<file path="config.mk">
export PLATFORM = sky130hd
export DESIGN_NAME = pw_conv_sched
export DESIGN_NICKNAME = d
export VERILOG_FILES = /design/src/rtl/pw_conv_sched.sv
export SDC_FILE = /design/constraint.sdc
export NUM_CORES = 1
export LEC_CHECK = 0
export ABC_AREA = 0
export CORE_AREA = 2 2 198 200
export DETAILED_ROUTE_END_ITERATION = 8
export DIE_AREA = 0 0 200 202
export GPL_TIMING_DRIVEN = 0
export HOLD_SLACK_MARGIN = 0.08
export PLACE_DENSITY = 0.45
export RECOVER_POWER = 25
export SLEW_MARGIN = 30
export SYNTH_ARGS = -nofsm -noshare
export SYNTH_HDL_FRONTEND = slang
export SYNTH_SLANG_ARGS = --single-unit
</file>
<file path="constraint.sdc">
create_clock -name clk -period 5.7 [get_ports clk]
set_input_delay 1.14 -clock clk [delete_from_list [all_inputs] [get_ports clk]]
set_output_delay 1.14 -clock clk [all_outputs]
set_load 0.02 [all_outputs]
</file>
<file path="src/rtl/pw_conv_sched.sv">
// -----------------------------------------------------------------------------
// pw_conv_sched
//
// Sequencer for the 1x1 pointwise vector MAC. It walks one layer as nested
// oc_grp -> pixel -> ic_grp loops. It issues sync-read addresses to the
// activation, weight and bias buffers and drives the MAC input handshake with
// aligned first/last input-channel flags. It counts completed MAC outputs and
// pulses done once the whole layer has drained.
//
// Optional feature macro: PW_SCHED_PERF_EN
//   When defined, this adds the perf_stall_cnt and perf_run_cnt outputs.
//
// Ports
//   clk, rst         clock, asynchronous active-high reset
//   start            begin a layer; cfg_* are sampled on the accepting cycle
//   abort            synchronous abort back to idle; it wins over start/issue
//   cfg_num_ic_grp   IC groups per pixel
//   cfg_num_oc_grp   OC groups per layer
//   cfg_num_pix      pixels per layer
//   busy             high from start accept through the done cycle
//   done             one-cycle pulse at the end of the layer
//   buf_rd_en        read strobe shared by the act/wgt/bias buffers
//   act_addr         pix*num_ic_grp + ic_grp (truncated to ADDR_W)
//   wgt_addr         oc_grp*num_ic_grp + ic_grp (truncated to ADDR_W)
//   bias_addr        oc_grp
//   mac_in_valid     buffer read data valid towards the MAC
//   mac_in_ready     MAC input ready
//   mac_first_in_ch  presented word has ic_grp == 0
//   mac_last_in_ch   presented word has ic_grp == num_ic_grp-1
//   mac_out_fire     MAC output handshake completed
//   perf_stall_cnt   (PW_SCHED_PERF_EN) cycles with mac_in_valid && !mac_in_ready
//   perf_run_cnt     (PW_SCHED_PERF_EN) cycles with busy high
// -----------------------------------------------------------------------------
module pw_conv_sched #(
  parameter int unsigned IC_GRP_W = 8,
  parameter int unsigned OC_GRP_W = 6,
  parameter int unsigned PIX_W    = 12,
  parameter int unsigned ADDR_W   = 20
) (
  input  logic                clk,
  input  logic                rst,
  input  logic                start,
  input  logic                abort,
  input  logic [IC_GRP_W-1:0] cfg_num_ic_grp,
  input  logic [OC_GRP_W-1:0] cfg_num_oc_grp,
  input  logic [PIX_W-1:0]    cfg_num_pix,
  output logic                busy,
  output logic                done,
  output logic                buf_rd_en,
  output logic [ADDR_W-1:0]   act_addr,
  output logic [ADDR_W-1:0]   wgt_addr,
  output logic [OC_GRP_W-1:0] bias_addr,
  output logic                mac_in_valid,
  input  logic                mac_in_ready,
  output logic                mac_first_in_ch,
  output logic                mac_last_in_ch,
  input  logic                mac_out_fire
`ifdef PW_SCHED_PERF_EN
  ,
  output logic [31:0]         perf_stall_cnt,
  output logic [31:0]         perf_run_cnt
`endif
);

  localparam int unsigned CNT_W = PIX_W + OC_GRP_W;

  typedef enum logic [1:0] {
    S_IDLE,
    S_RUN,
    S_DRAIN,
    S_DONE
  } state_t;

  state_t state;

  // Layer configuration latched at start accept
  logic [IC_GRP_W-1:0] nic_q;
  logic [OC_GRP_W-1:0] noc_q;
  logic [PIX_W-1:0]    npix_q;
  logic [CNT_W-1:0]    total_q;

  // Loop counters for the next word to issue
  logic [IC_GRP_W-1:0] ic_cnt;
  logic [PIX_W-1:0]    pix_cnt;
  logic [OC_GRP_W-1:0] oc_cnt;

  // Weight base for the current OC group (oc_grp*num_ic_grp)
  logic [ADDR_W-1:0]   wgt_base;
  logic [CNT_W-1:0]    out_cnt;

  logic                ic_wrap;
  logic                pix_wrap;
  logic                oc_wrap;
  logic                final_issue;
  logic                cfg_zero;
  logic [CNT_W-1:0]    total_in;
  logic [ADDR_W-1:0]   wgt_base_nxt;

  // Issue whenever the output register is empty or being drained this cycle
  assign buf_rd_en = (state == S_RUN) && !abort && (!mac_in_valid || mac_in_ready);

  assign ic_wrap     = (ic_cnt  == (nic_q  - IC_GRP_W'(1)));
  assign pix_wrap    = (pix_cnt == (npix_q - PIX_W'(1)));
  assign oc_wrap     = (oc_cnt  == (noc_q  - OC_GRP_W'(1)));
  assign final_issue = ic_wrap && pix_wrap && oc_wrap;

  assign cfg_zero = (cfg_num_ic_grp == '0) || (cfg_num_oc_grp == '0) || (cfg_num_pix == '0);
  assign total_in = CNT_W'(cfg_num_oc_grp) * CNT_W'(cfg_num_pix);

  assign wgt_base_nxt = wgt_base + ADDR_W'(nic_q);

  // The bias address is the OC-group counter itself, so it is registered.
  assign bias_addr = oc_cnt;

  always_ff @(posedge clk or posedge rst) begin
    if (rst) begin
      state           <= S_IDLE;
      busy            <= 1'b0;
      done            <= 1'b0;
      nic_q           <= '0;
      noc_q           <= '0;
      npix_q          <= '0;
      total_q         <= '0;
      ic_cnt          <= '0;
      pix_cnt         <= '0;
      oc_cnt          <= '0;
      act_addr        <= '0;
      wgt_addr        <= '0;
      wgt_base        <= '0;
      out_cnt         <= '0;
      mac_in_valid    <= 1'b0;
      mac_first_in_ch <= 1'b0;
      mac_last_in_ch  <= 1'b0;
    end else if (abort) begin
      state           <= S_IDLE;
      busy            <= 1'b0;
      done            <= 1'b0;
      ic_cnt          <= '0;
      pix_cnt         <= '0;
      oc_cnt          <= '0;
      act_addr        <= '0;
      wgt_addr        <= '0;
      wgt_base        <= '0;
      out_cnt         <= '0;
      mac_in_valid    <= 1'b0;
      mac_first_in_ch <= 1'b0;
      mac_last_in_ch  <= 1'b0;
    end else begin
      if (mac_out_fire && ((state == S_RUN) || (state == S_DRAIN))) begin
        out_cnt <= out_cnt + CNT_W'(1);
      end

      // The output word register holds until the MAC accepts it.
      if (buf_rd_en) begin
        mac_in_valid    <= 1'b1;
        mac_first_in_ch <= (ic_cnt == '0);
        mac_last_in_ch  <= ic_wrap;
      end else if (mac_in_valid && mac_in_ready) begin
        mac_in_valid <= 1'b0;
      end

      case (state)
        S_IDLE: begin
          if (start) begin
            nic_q    <= cfg_num_ic_grp;
            noc_q    <= cfg_num_oc_grp;
            npix_q   <= cfg_num_pix;
            total_q  <= total_in;
            ic_cnt   <= '0;
            pix_cnt  <= '0;
            oc_cnt   <= '0;
            act_addr <= '0;
            wgt_addr <= '0;
            wgt_base <= '0;
            out_cnt  <= '0;
            busy     <= 1'b1;
            if (cfg_zero) begin
              state <= S_DONE;
              done  <= 1'b1;
            end else begin
              state <= S_RUN;
            end
          end
        end

        S_RUN: begin
          if (buf_rd_en) begin
            if (final_issue) begin
              state <= S_DRAIN;
            end else if (!ic_wrap) begin
              ic_cnt   <= ic_cnt + IC_GRP_W'(1);
              act_addr <= act_addr + ADDR_W'(1);
              wgt_addr <= wgt_addr + ADDR_W'(1);
            end else if (!pix_wrap) begin
              // Next pixel in the same OC group: weights restart at the group base
              ic_cnt   <= '0;
              pix_cnt  <= pix_cnt + PIX_W'(1);
              act_addr <= act_addr + ADDR_W'(1);
              wgt_addr <= wgt_base;
            end else begin
              // Next OC group: activations restart and the weight base advances
              ic_cnt   <= '0;
              pix_cnt  <= '0;
              oc_cnt   <= oc_cnt + OC_GRP_W'(1);
              act_addr <= '0;
              wgt_base <= wgt_base_nxt;
              wgt_addr <= wgt_base_nxt;
            end
          end
        end

        S_DRAIN: begin
          if (out_cnt == total_q) begin
            state <= S_DONE;
            done  <= 1'b1;
          end
        end

        S_DONE: begin
          state <= S_IDLE;
          busy  <= 1'b0;
          done  <= 1'b0;
        end

        default: begin
          state <= S_IDLE;
          busy  <= 1'b0;
          done  <= 1'b0;
        end
      endcase
    end
  end

`ifdef PW_SCHED_PERF_EN
  always_ff @(posedge clk or posedge rst) begin
    if (rst) begin
      perf_stall_cnt <= '0;
      perf_run_cnt   <= '0;
    end else if (abort) begin
      perf_stall_cnt <= '0;
      perf_run_cnt   <= '0;
    end else if ((state == S_IDLE) && start) begin
      perf_stall_cnt <= '0;
      perf_run_cnt   <= '0;
    end else begin
      // Both counters saturate. They hold naturally once idle because busy and valid are low.
      if (busy && (perf_run_cnt != '1)) begin
        perf_run_cnt <= perf_run_cnt + 32'd1;
      end
      if (mac_in_valid && !mac_in_ready && (perf_stall_cnt != '1)) begin
        perf_stall_cnt <= perf_stall_cnt + 32'd1;
      end
    end
  end
`endif

endmodule

</file>
Run 1, I/O pins on the die edge:
Scale bar: 50 um. Pins as bars across the die edge, other pins in gray.
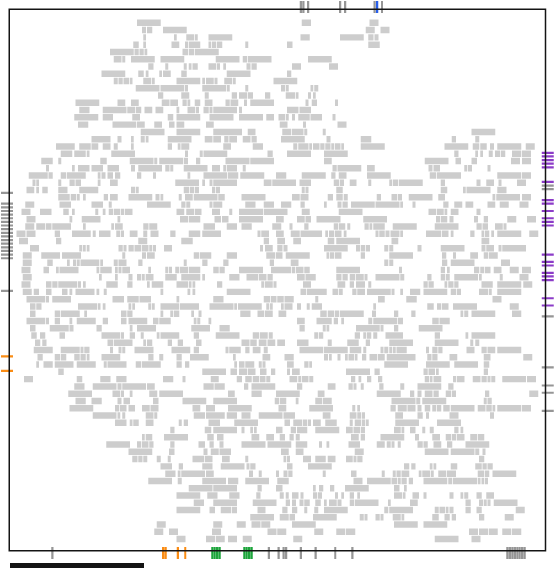
[`act_addr`] purple | pins: 20 | direction: output | edge: right
[`mac_in_ready`] blue | pins: 1 | direction: input | edge: top
[`bias_addr`] orange | pins: 6 | direction: output | edge: 4 bottom, 2 left
[`cfg_num_ic_grp`] green | pins: 8 | direction: input | edge: bottom
Die Width: 200 um
count of input and output buffers: 83
die span in y: 202 um

Run 1, cell sizes after repair:
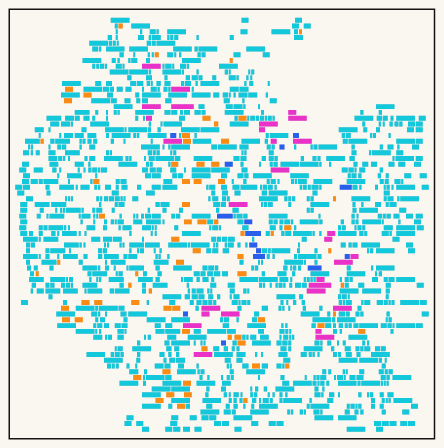
[drive 3 to 4] blue | cells: 15 | share: 1.1%
[drive 1 or less] cyan | cells: 1246 | share: 92%
[drive 6 and up] magenta | cells: 29 | share: 2.1%
[drive 2] orange | cells: 69 | share: 5.1%
count of non-CTS buffers in the layout: 127
final standard cell area without fillers: 13500 um^2
Area Overhead vs Synth: 18.5%
Worst Slack Setup Final: 0.241 ns

Run 1, sequential cells colored by netlist name:
Scale bar: 50 um. Other sequential cells in the stronger gray, the rest of the logic in the fainter gray.
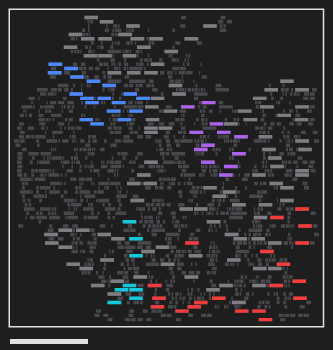
[`nic_q`] cyan | flops: 8 | where: bottom middle
[`total_q`] blue | flops: 18 | where: top left
[`pix_cnt`] purple | flops: 12
[`wgt_addr`] red | flops: 20
not colored: 97
fraction of area in registers: 28.8%
sequential standard cell area: 3880 um^2
P_seq: 0.00155 W
utilization after layout: 35.2%

Run 1, placed standard cells:
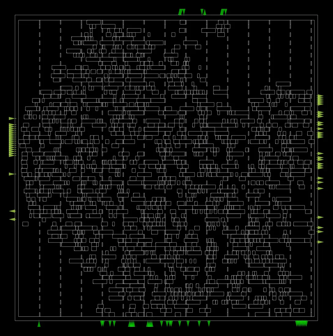
placement row count: 72
number of sequential cells in the layout: 155
Tap Count: 518
placeable core region: 38300 um^2

==> notes.md, run 1 <==
Notes on the flow run.

- The number of violations of the max-capacitance limit is 2, for reference.
- The proportion of layout cells with a drive suffix above 1 is 8.31%, for reference.
- Per the detail_route report, DRC violations left total 0.
- The post-synthesis cell type with the largest combined area is sky130_fd_sc_hd__dfrtp_1, for reference.
- The overall track demand over capacity in global routing is 17.8%, for reference.
- The proportion of register bits with asynchronous set or reset after synthesis is 100%, for reference.
- After the flow finishes, the layout carries non-filler instances totaling 1877.
- The final reports fail on capacitance limit, slew limit.
- According to the finish report, the design has a final net count of 1469.
- The number of cells reported by Yosys stat comes to 1242.
- The number of pins with negative max-slew slack in the final report is 135, for reference.
- The run finished, with violations left.
- The most frequently used flop master after synthesis is sky130_fd_sc_hd__dfrtp_1, for reference.
- Traced cell by cell, the critical path runs through clkdlybuf4s50_1 -> buf_2 -> nand2_1 -> fa_1 -> fa_1 -> fa_1 -> inv_1 -> ha_1 -> a21o_1 -> a21oi_1 -> o21ai_2 -> o211ai_1 -> a41oi_1 -> a21oi_1 -> or4b_2 -> nand3_1.
- The stage-log warning count is 31, for reference.
- The slowest library cell on the worst path is sky130_fd_sc_hd__clkdlybuf4s50_1, for reference.
- The die footprint is 40400 um^2, for reference.
- The via count of the first global-routing pass is 9569.
- Setup repair after global routing left no endpoint under its margin.
- The type of the most critical hold path is flip-flop to flip-flop, for reference.
- In the final timing run, aggregate negative setup slack is 0 ns.
- The post-synthesis cell area is 11400 um^2, for reference.
- RePlAce ended its routability-driven mode at a weighted congestion of 0.799.
- The data arrival at the endpoint of the critical path is 5.83 ns, for reference.
- The synthesized area divided by synthesized cell count is 9.14 um^2, for reference.
- The worst hold path stage count is 2, for reference.
- The reg-to-reg critical path endpoint is bias_addr[5], for reference.
- The largest fanout on the critical path is 10, for reference.
- The delay of the slowest cell on the worst path is 0.65 ns, for reference.
- The final antenna diode count is 0, for reference.
- The worst slack at placement is -0.763 ns, for reference.
- For reference, the top cells by area after synthesis are sky130_fd_sc_hd__dfrtp_1 34%, sky130_fd_sc_hd__fa_1 7.4%, sky130_fd_sc_hd__ha_1 5.4%, sky130_fd_sc_hd__xnor2_1 3.8%, sky130_fd_sc_hd__xor2_1 3.8%.
- By count the netlist is led by 155 x sky130_fd_sc_hd__dfrtp_1, 108 x sky130_fd_sc_hd__nand2_1, 89 x sky130_fd_sc_hd__nor2_1, 83 x sky130_fd_sc_hd__inv_1, 78 x sky130_fd_sc_hd__o21ai_0.
- The total power per unit cell area is 359 nW/um^2, for reference.
- For the worst reg-to-reg path, the startpoint reported by OpenROAD is npix_q[0].
- The number of enable-type register cells in the synthesized netlist is 0, for reference.
- The completed layout was analyzed and its total power is 0.00483 W.
- The first global-routing pass estimated 55200 um of wire.
## run 1: what timing repair did
| action | 4_1_cts | 5_1_grt |
|---|---|---|
| endpoints found under the setup margin | 1 | 1 |
| resized | 6 | 9 |
| hold buffers | 0 | 0 |
## run 1: flip-flops by register name, indices dropped and copies added (netlist names)
signal / count
act_addr: 20
bias_addr: 6
busy: 1
done: 1
ic_cnt: 8
mac_first_in_ch: 1
mac_in_valid: 1
mac_last_in_ch: 1
nic_q: 8
noc_q: 6
npix_q: 12
out_cnt: 18
pix_cnt: 12
state: 2
total_q: 18
wgt_addr: 20
wgt_base: 20
## run 1: kinds of logic (layout without fill, tap and decap cells)
kind of cell | count (synthesis) | in the layout | share of synthesized area, %
XOR/XNOR | 99 | 99 | 7.76
buffers and inverters | 125 | 242 | 4.54
AND/OR/NAND/NOR | 476 | 476 | 22.4
multiplexers | 39 | 39 | 3.81
flip-flops | 155 | 155 | 34.2
adder cells (fa/ha/maj) | 91 | 91 | 12.8
AND-OR/OR-AND | 257 | 257 | 14.5
## run 1: area by class of cell
class	count	area share (%)
clock buffer	19	3.22
buffer	42	1.57
clock inverter	13	1.15
timing repair buffer	85	6.31
inverter	83	2.32
sequential	155	28.8
multi-input combinational	962	51.8
tap	518	4.82
## run 1: per-layer routing
| layer | track usage [%] | vias up | routed length, um |
|---|---|---|---|
| li1 | - | 4601 | - |
| met1 | 24.6 | 4867 | 16700 |
| met2 | 29.4 | 163 | 16800 |
| met3 | 2.07 | 23 | 1070 |
| met4 | 4.34 | 0 | 437 |
| met5 | 0 | - | 0 |
## run 1: power by group
| group | total [W] | switching [W] | internal [W] |
|---|---|---|---|
| logic | 0.00208 | 0.00124 | 0.000839 |
| registers | 0.00155 | 0.000258 | 0.00129 |
| clock network | 0.00120 | 0.000538 | 0.000658 |
--- run 2 (diff from run 1) ---
--- a/config.mk
+++ b/config.mk
@@ -6,12 +6,12 @@
 export NUM_CORES = 1
 export LEC_CHECK = 0
 export ABC_AREA = 0
-export CORE_AREA = 2 2 198 200
+export CORE_AREA = 2 2 154 156
 export DETAILED_ROUTE_END_ITERATION = 8
-export DIE_AREA = 0 0 200 202
+export DIE_AREA = 0 0 156 158
 export GPL_TIMING_DRIVEN = 0
 export HOLD_SLACK_MARGIN = 0.08
-export PLACE_DENSITY = 0.45
+export PLACE_DENSITY = 0.68
 export RECOVER_POWER = 25
 export SLEW_MARGIN = 30
 export SYNTH_ARGS = -nofsm -noshare
==> constraint.sdc (replaced) <==
create_clock -name clk -period 5.4 [get_ports clk]
set_input_delay 1.08 -clock clk [delete_from_list [all_inputs] [get_ports clk]]
set_output_delay 1.08 -clock clk [all_outputs]
set_load 0.02 [all_outputs]
Run 2, placed standard cells:
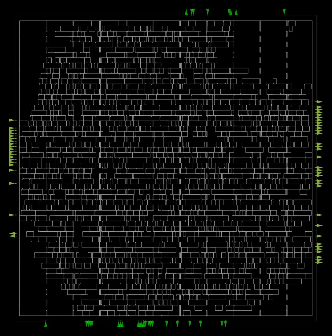
number of filler cells placed in the layout: 2048
utilization after layout: 57.4%

==> notes.md, run 2 <==
Notes on the flow run.

- The number of hold buffers added after CTS came to 0 (unchanged).
- The signal on the critical path passes through clkdlybuf4s50_1 -> buf_2 -> nand2_1 -> fa_1 -> fa_1 -> fa_1 -> inv_1 -> ha_1 -> a21o_1 -> a21oi_1 -> o21ai_2 -> o211ai_1 -> a41oi_2 -> a21oi_1 -> or4b_2 -> nand3_1.
- Post-synth the commonest register cell is sky130_fd_sc_hd__dfrtp_1.
- The smallest setup slack after layout is 0.179 ns (-0.0619 ns), for reference.
- The area of all sequential standard cells is 3880 um^2 (unchanged), for reference.
- Ranked by total cell area, the synthesized netlist is headed by sky130_fd_sc_hd__dfrtp_1 34%, sky130_fd_sc_hd__fa_1 7.4%, sky130_fd_sc_hd__ha_1 5.4%, sky130_fd_sc_hd__xnor2_1 3.8%, sky130_fd_sc_hd__xor2_1 3.8%.
- The total chip power was 0.00509 W (+5.4%).
- The number of cells in Yosys stat was 1242 (unchanged).
- The via count of the first global-routing pass was 9298 (-2.8%).
- The data arrival at the endpoint of the critical path was 5.58 ns (-0.25 ns).
- The standard-cell row count is 56 (-22%), for reference.
- The post-route setup TNS is 0 ns (unchanged).
- The count of placed standard cells in the final layout, fillers left out came to 1647 (-12%).
- The stage-log warning count came to 31 (unchanged).
- The total power per unit cell area came to 385 nW/um^2 (+7.3%).
- The number of enable-type register cells in the synthesized netlist is 0 (unchanged).
- The type of the most critical hold path is flip-flop to flip-flop, for reference.
- The number of violations of the max-capacitance limit came to 2 (unchanged).
- The final antenna diode count is 0 (unchanged), for reference.
- The die footprint came to 24600 um^2 (-39%).
- The registers reported with the highest flop counts are act_addr (20), wgt_addr (20), wgt_base (20).
- The final routed DRC violation total came to 0 (unchanged).
- The post-synthesis cell type with the largest combined area is sky130_fd_sc_hd__dfrtp_1, for reference.
- The number of pins with negative max-slew slack in the final report is 98 (-27%), for reference.
- The worst slack at placement is -0.799 ns (-0.0363 ns).
- The proportion of register bits with asynchronous set or reset after synthesis was 100% (unchanged).
- The final RePlAce weighted congestion was 0.891 (+11%).
- The run finished, with violations left.
- The largest fanout on the critical path is 10 (unchanged), for reference.
- The slowest library cell on the worst path is sky130_fd_sc_hd__or4b_2, for reference.
- The post-synthesis cell area is 11400 um^2 (unchanged), for reference.
- The checks that failed: capacitance limit, slew limit.
- The placeable core region is 23100 um^2 (-40%), for reference.
- The horizontal extent of the die is 156 um (-22%), for reference.
- The cell area after layout is 13200 um^2 (-1.7%), for reference.
- The number of nets in the finished design came to 1469 (unchanged).
==> run 2: cell types whose count changed in the layout (fill, tap and decap cells not counted), sizes merged, moves of 2 or more <==
cell and delta:
bufinv +2, clkdlybuf4s50 -2, clkinv +3, clkinvlp -2
inv -5
==> run 2: path summary, 6_finish.rpt <==
kind,start,end,cells past startpoint
setup / recovery,cfg_num_oc_grp[1],total_q[17],16
hold / removal,total_q[10],total_q[10],2
setup reg to reg,nic_q[0],pix_cnt[10],10
hold reg to reg,total_q[10],total_q[10],2
max in group asynchronous,rst,npix_q[4],4
min in group asynchronous,rst,act_addr[15],2
==> run 2: power breakdown <==
group / leakage (nW) / internal, W / switching [W]
clock: 0.303 / 0.000783 / 0.000501
combinational: 3.27 / 0.000891 / 0.00128
sequential: 2.07 / 0.00137 / 0.000266
total: 5.65 / 0.00304 / 0.00205
==> run 2: cells by family (layout without fill, tap and decap cells) <==
logic type | after synthesis | in the layout | share of synthesized area (%)
AND-OR/OR-AND | 257 | 257 | 14.5
XOR/XNOR | 99 | 99 | 7.76
adder cells (fa/ha/maj) | 91 | 91 | 12.8
buffers and inverters | 125 | 240 | 4.54
flip-flops | 155 | 155 | 34.2
multiplexers | 39 | 39 | 3.81
AND/OR/NAND/NOR | 476 | 476 | 22.4
==> run 2: cell type report <==
class,instances,area share [%]
well taps,290,2.74
plain buffers,42,1.66
multi-input cells,962,52.7
clock inverters,11,1.29
flip-flops and latches,155,29.3
inverters,83,2.37
repair buffers,85,6.55
clock buffers,19,3.35
==> run 2: per-layer routing <==
metal	up-vias	global-route usage [%]	wire length (um)
li1	4601	-	-
met1	4775	35.8	13900
met2	304	41.3	14200
met3	53	4.24	1840
met4	0	8.17	688
met5	-	0	0
==> run 2: timing repair <==
action,4_1_cts,5_1_grt
setup endpoints to repair,1,2
setup buffers,0,0
resized,10,11
Power figures rest on the tool's default switching activity, not on a simulated workload.
